Run 1, metal 2:
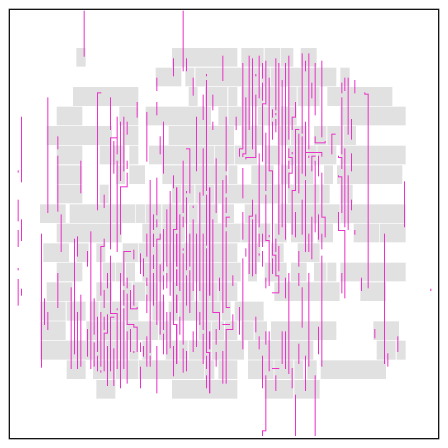
Run 1, I/O nets highlighted:
Bar = 20 µm.
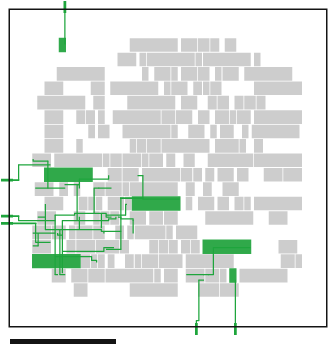
Run 1, sequential cells coloured by netlist name:
Other sequential cells in the stronger grey, the rest of the logic in the fainter grey.
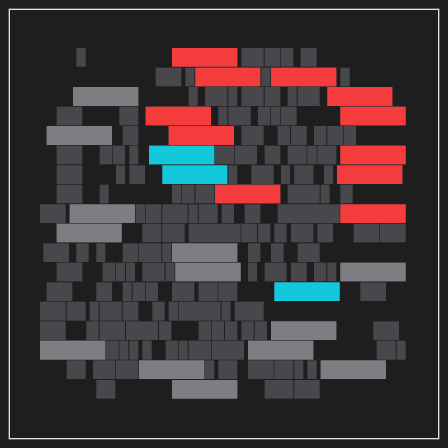
Run 1, metal 1:
Supply wires on this layer in grey.
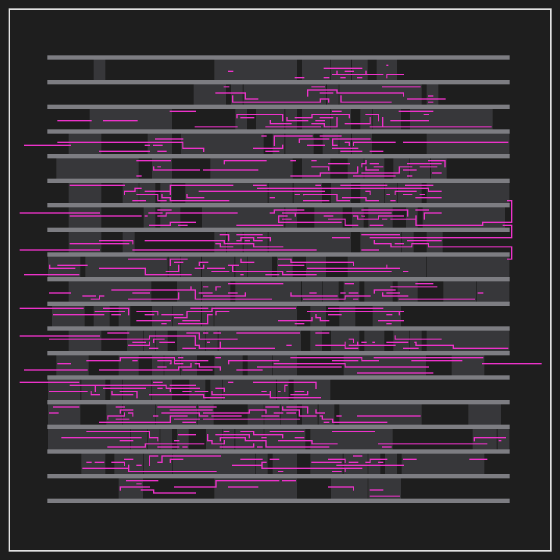
**src/rtl/step_sched.sv**
```systemverilog
// Sequencer for block Gaussian elimination: one pivot op (functionA) per phase, then apply ops.
// Latency: step_start one cycle after go; done two cycles after the last step_done.
// Backpressure: one step op in flight; waits on step_done, bounded by a TIMEOUT watchdog.
module step_sched #(
  parameter int N       = 4,
  parameter int L       = 8,
  parameter int K       = 16,
  parameter int TIMEOUT = 1024
) (
  input  logic                                 clk,
  input  logic                                 rst,
  input  logic                                 go,
  output logic                                 busy,
  output logic                                 done,
  output logic                                 fail,
  output logic                                 step_start,
  output logic [$clog2(K/N+1)-1:0]             step_col_block,
  output logic                                 step_functionA,
  output logic                                 step_last_phase,
  output logic [$clog2(L*(K/N)+2*N+1)-1:0]     step_first_pass_rows,
  input  logic                                 step_done,
  input  logic                                 step_fail
);

  localparam int NB  = K / N;
  localparam int P   = (L + N - 1) / N;
  localparam int CBW = $clog2(NB + 1);
  localparam int FPW = $clog2(L * NB + 2 * N + 1);
  localparam int WDW = $clog2(TIMEOUT + 1);

  // Phase index never exceeds the block count (L <= K), so p shares the block width.
  localparam logic [CBW-1:0] NB_M1   = CBW'(NB - 1);
  localparam logic [CBW-1:0] P_M1    = CBW'(P - 1);
  localparam logic [WDW-1:0] WD_LAST = WDW'(TIMEOUT - 1);

  typedef enum logic [2:0] {
    IDLE  = 3'd0,
    ISSUE = 3'd1,
    WAIT  = 3'd2,
    NEXT  = 3'd3,
    FIN   = 3'd4
  } state_t;

  state_t         state;
  logic [CBW-1:0] p_q;
  logic [CBW-1:0] c_q;
  logic [WDW-1:0] wd_q;

  logic [CBW-1:0] nxt_p;
  logic [CBW-1:0] nxt_c;
  logic           have_next;
  logic [FPW-1:0] nxt_fpr;

  // Pick the next (phase, block) to issue: a fresh run starts at (0,0); otherwise walk
  // the remaining blocks of this phase, then jump to the next phase's pivot block.
  always_comb begin
    nxt_p     = p_q;
    nxt_c     = c_q;
    have_next = 1'b1;
    if (state == IDLE) begin
      nxt_p = '0;
      nxt_c = '0;
    end else if (c_q < NB_M1) begin
      nxt_c = c_q + CBW'(1);
    end else if (p_q < P_M1) begin
      nxt_p = p_q + CBW'(1);
      nxt_c = p_q + CBW'(1);
    end else begin
      have_next = 1'b0;
    end
    nxt_fpr = FPW'(nxt_c) * FPW'(L) + FPW'(N);
  end

  // Control FSM; every output is registered and the op descriptor is loaded on entry to ISSUE.
  always_ff @(posedge clk or posedge rst) begin
    if (rst) begin
      state                <= IDLE;
      busy                 <= 1'b0;
      done                 <= 1'b0;
      fail                 <= 1'b0;
      step_start           <= 1'b0;
      step_col_block       <= '0;
      step_functionA       <= 1'b0;
      step_last_phase      <= 1'b0;
      step_first_pass_rows <= '0;
      p_q                  <= '0;
      c_q                  <= '0;
      wd_q                 <= '0;
    end else begin
      case (state)
        IDLE: begin
          if (go) begin
            busy                 <= 1'b1;
            fail                 <= 1'b0;
            p_q                  <= nxt_p;
            c_q                  <= nxt_c;
            step_col_block       <= nxt_c;
            step_functionA       <= (nxt_c == nxt_p);
            step_last_phase      <= (nxt_p == P_M1);
            step_first_pass_rows <= nxt_fpr;
            step_start           <= 1'b1;
            state                <= ISSUE;
          end
        end
        ISSUE: begin
          step_start <= 1'b0;
          wd_q       <= '0;
          state      <= WAIT;
        end
        WAIT: begin
          // A completion on the last allowed cycle wins over the watchdog.
          if (step_done) begin
            if (step_functionA && step_fail) begin
              fail  <= 1'b1;
              done  <= 1'b1;
              state <= FIN;
            end else begin
              state <= NEXT;
            end
          end else if (wd_q == WD_LAST) begin
            wd_q  <= wd_q + WDW'(1);
            fail  <= 1'b1;
            done  <= 1'b1;
            state <= FIN;
          end else begin
            wd_q <= wd_q + WDW'(1);
          end
        end
        NEXT: begin
          if (have_next) begin
            p_q                  <= nxt_p;
            c_q                  <= nxt_c;
            step_col_block       <= nxt_c;
            step_functionA       <= (nxt_c == nxt_p);
            step_last_phase      <= (nxt_p == P_M1);
            step_first_pass_rows <= nxt_fpr;
            step_start           <= 1'b1;
            state                <= ISSUE;
          end else begin
            done  <= 1'b1;
            state <= FIN;
          end
        end
        FIN: begin
          done  <= 1'b0;
          busy  <= 1'b0;
          state <= IDLE;
        end
        default: state <= IDLE;
      endcase
    end
  end

endmodule

```
**config.mk**
```make
export PLATFORM = sky130hd
export DESIGN_NAME = step_sched
export DESIGN_NICKNAME = d
export VERILOG_FILES = /design/src/rtl/step_sched.sv
export SDC_FILE = /design/constraint.sdc
export NUM_CORES = 1
export LEC_CHECK = 0
export CAP_MARGIN = 20
export CORE_MARGIN = 4
export CORE_UTILIZATION = 58
export DETAILED_ROUTE_END_ITERATION = 7
export MAX_ROUTING_LAYER = met4
export PLACE_DENSITY = 0.87
export REMOVE_ABC_BUFFERS = 1
export SETUP_SLACK_MARGIN = 0.2
export SYNTH_ARGS = -nofsm -noshare
export SYNTH_HDL_FRONTEND = slang
export SYNTH_SLANG_ARGS = --single-unit
```
**constraint.sdc**
```tcl
create_clock -name clk -period 2.65 [get_ports clk]
set_input_delay 0.3975 -clock clk [delete_from_list [all_inputs] [get_ports clk]]
set_output_delay 0.3975 -clock clk [all_outputs]
set_load 0.05 [all_outputs]
```
==> changes_impl.md, run 1 <==
## Flow update

* Clk Latency, worst-skew pair at 340 ps
* Non-clock inverters at 7
* Routed wl met2 at 1630 µm
* H-tree Lvls at 1
* Most frequently placed logic cells in the final layout: 27 x dfrtp_1, 18 x nor2_1, 17 x clkdlybuf4s50_1
* Comb gate area at 753.2 µm²
* Num CTS Buffers at 3
* Yosys top cell area share at 0.4365
* FF-to-FF path depth at 4
* Core Util, Final at 0.6832
* Status: finished, final reports clean
* HP Class: in -> async
* Detailed router's first-iteration violation count at 44
* Max Cap Violations at 0
* Critical path buffer and inverter count at 1
* Leading area contributor after synthesis: dfrtp_1
* Post-Place Cells at 200
* RD Place Congestion at 0.9560
* Fin worst setup slack at 487.2 ps
* CTS Buffer Depth at 2
* Post-CTS Setup Inserts at 0
* RSZ-0062 raised after global routing: false
* Seq share, synth at 0.4365
* Initial antenna violation count at 0
* Mux frac, synth at 0.01293
* WP depth at 1
* Critical Path Start Type: flop
* Crit path kind: reg -> out
* Crit path capture: step_col_block[1]
* Hpwl dp at 2375 µm
* Most common cell in the synthesized netlist: dfrtp_1
* Tool warning count at 25
* Row count at 18
* Synthesis-to-finish area growth at 10.35%
* Top cell category: multi-input combinational cells
* First-pass GRT wire length at 5782 µm
* Post-route insts no fill at 204
* CP max-delay cell: clkdlybuf4s50_1
* Ys cells at 165
* Die height at 59.66 µm
* Async set-or-reset flop fraction in the synthesized netlist at 1.000
* Min Hold Slack at 394.6 ps
* Most numerous logic cell after layout: dfrtp_1
* Pins Over Slew Limit at 0
* DRC viols at 0
* Synth flops at 27
* Reg power frac at 0.342
* Met3 global-route usage at 0.03240
* Top FF cell, synth: dfrtp_1
* CP max stage delay at 870 ps
* Critical R2R Capture: wd_q[5]
* Tightest Pin Transition at 499.4 ps
* Final period util at 0.8162
* Xor+xnor area frac at 0.03961
* Number of flip-flops under the largest register name at 11
* Max power group: combinational logic
* Wl on met1 at 1464 µm
* Repair and plain buffers at 19
* Final Critical Period at 2163 ps
* Root Driver: clkbuf_4
* Leak at 0.0007480 µW
* Synth top cells by count: 27 x dfrtp_1, 18 x nor2_1, 12 x nand2_1, 10 x a21oi_1, 9 x nor3_1
* Worst VDD drop at 0.8841 mV
* CTS resizes at 0
* Dpl ws at 402.2 ps
* ClkCell Share at 0.01758
* Net switching power at 1041 µW
* Number of global-route vias before repair at 1250
* Crit path max fanout at 10
* Synth Area in Adders at 0.02425
* Flip-flops at 27
* Crit. End Element: output pin
* # diodes at 0
* EDFF count, synth at 0
* Sequential cell area share at 0.3956
* Setup crit start: c_q[1]
* Avg WL per Cell at 16.40 µm
* Met3 wire len at 217 µm
* Setup TNS at 0 ps
* Vias at 1268
* # clk buffers at 3
* PwrDens at 1183 mW/mm²
* CTS Sinks at 27
-- 'metal 2' (at the start) --
The layer carries 1630 µm of wire. The layer holds 49% of the routed length. 155 nets have wire on it. The longest straight run is 27.0 µm.

-- 'I/O nets highlighted' (at the start) --
Green stands for step_first_pass_rows, bits 6, direction output, end cells 6, buffers 4, wire 259 µm.

-- 'sequential cells coloured by netlist name' (at the start) --
Red stands for wd_q, sequential cells 11. Cyan stands for state, sequential cells 3.
Another 13 sequential cells are not coloured.

-- 'metal 1' (at the start) --
166 nets have wire on it. The layer holds 44% of the routed length. The longest straight run is 20.2 µm. The wires run mostly horizontal.

Run 1, routing congestion map:
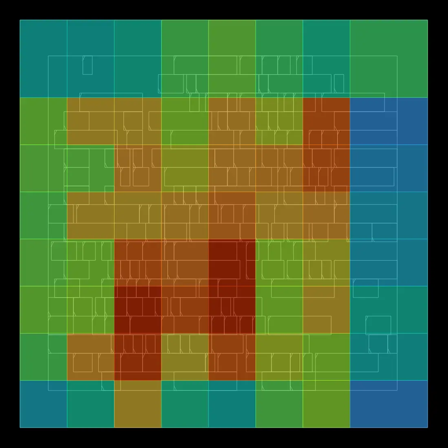

--- run 2 (diff from run 1) ---
- CORE_UTILIZATION: 58 -> 49
- PLACE_DENSITY: 0.87 -> 0.79
- clock period: 2.65 -> 1.85 ns (I/O delays scaled with it)
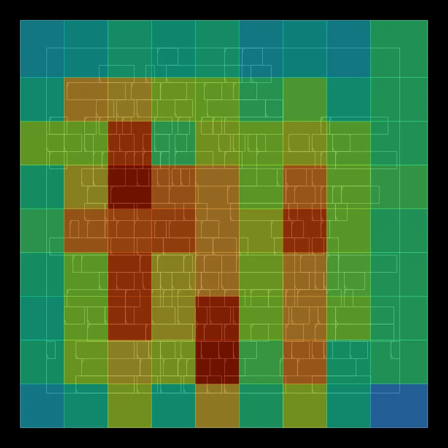
Run 2: routing congestion map
met3 global-route usage: 0.02460
Avg WL per Cell: 14.56 µm
met2 Use GR: 0.3084
total track usage: 0.1773
Core Util, Final: 0.6343

==> run 2 against run 1 <==
Total power is 58% higher. First-iteration DRC count grew 75%. Combinational power rose by about 80%. Clock skew grew 1.4 ps. Clock-buffer cell count did not move. Largest cell class unchanged.
==> changes_impl.md, run 2 <==
## Flow update

* Critical R2R Capture: step_functionA
* Async set-or-reset flop fraction in the synthesized netlist at 1.000 (unchanged)
* Fin worst setup slack at 130.4 ps (-356.8 ps)
* Final period util at 0.9295
* Number of global-route vias before repair at 1258 (+0.64%)
* WP depth at 5 (+4)
* Xor+xnor area frac at 0.03961 (unchanged)
* Post-route insts no fill at 240 (+18%)
* Detailed router's first-iteration violation count at 77 (+75%)
* Core footprint at 0.003028 mm²
* Num CTS Buffers at 3 (unchanged)
* CTS Buffer Depth at 2 (unchanged)
* Yosys top cell area share at 0.4365 (unchanged)
* H-tree Lvls at 1 (unchanged)
* Synth Area in Adders at 0.02425 (unchanged)
* HP Class: in -> async
* Max Cap Violations at 0 (unchanged)
* Die X at 64.20 µm
* Non-clock inverters at 7 (unchanged)
* Leading area contributor after synthesis: dfrtp_1
* Mux frac, synth at 0.01293 (unchanged)
* CP max stage delay at 430 ps (-440 ps)
* Most frequently placed logic cells in the final layout: 28 x buf_4, 23 x dfrtp_1, 18 x nor2_1
* Setup TNS at 0 ps (unchanged)
* Synthesis-to-finish area growth at 24.09%
* Worst VDD drop at 1.170 mV (+32%)
* Hpwl dp at 2468 µm (+3.9%)
* Seq share, synth at 0.4365 (unchanged)
* Vias at 1345 (+6.1%)
* CTS Sinks at 27 (unchanged)
* Ao+oa area frac at 0.1803
* Most common cell in the synthesized netlist: dfrtp_1
* Routed wl met2 at 1856 µm (+14%)
* Repair and plain buffers at 41 (+22)
* Dpl ws at 32.74 ps (-369.4 ps)
* Clk Latency, worst-skew pair at 320 ps (-20 ps)
* Most numerous logic cell after layout: buf_4
* Final Critical Period at 1720 ps
* Net switching power at 1577 µW (+52%)
* Met3 wire len at 117 µm (-46%)
* Root Driver: clkbuf_4
* Synth flops at 27 (unchanged)
* Row count at 20 (+2)
* GR Layer Usage met1 at 0.2102
* Setup crit start: p_q[2]
* Flip-flops at 27 (unchanged)
* Reg power frac at 0.279 (-0.063)
* Pins Over Slew Limit at 0 (unchanged)
* DRC viols at 0 (unchanged)
* Crit. End Element: flop
* Crit path max fanout at 6 (-4)
* Top cell category: multi-input combinational cells
* Die height at 64.20 µm (+7.6%)
* Post-CTS Setup Inserts at 2 (+2)
* Synth top cells by count: 27 x dfrtp_1, 18 x nor2_1, 12 x nand2_1, 10 x a21oi_1, 9 x nor3_1
* Top FF cell, synth: dfrtp_1
* Comb gate area at 797.0 µm² (+5.8%)
* Synth Warn # at 0
* Max power group: combinational logic
* Number of flip-flops under the largest register name at 11 (unchanged)
* Min Hold Slack at 312.7 ps (-81.92 ps)
* Leak at 0.0008726 µW (+17%)
* Ys cells at 165 (unchanged)
* PwrDens at 1665 mW/mm² (+41%)
* First-pass GRT wire length at 5678 µm (-1.8%)
* ClkCell Share at 0.01433 (-0.003250)
* Critical Path Start Type: flop
* Post-Place Cells at 228 (+14%)
* # diodes at 0 (unchanged)
* Cells after Synth at 165
* RD Place Congestion at 0.9223 (-3.5%)
* Crit path kind: reg -> reg
* Tool warning count at 27 (+8.0%)
* Status: finished, final reports clean
* Achievable frequency at 0.5815 GHz
* Wl on met1 at 1446 µm (-1.2%)
* Critical path buffer and inverter count at 1 (unchanged)
* Initial antenna violation count at 0 (unchanged)
* RSZ-0062 raised after global routing: true
No activity file was given, so power comes from the tool's default toggle rates.
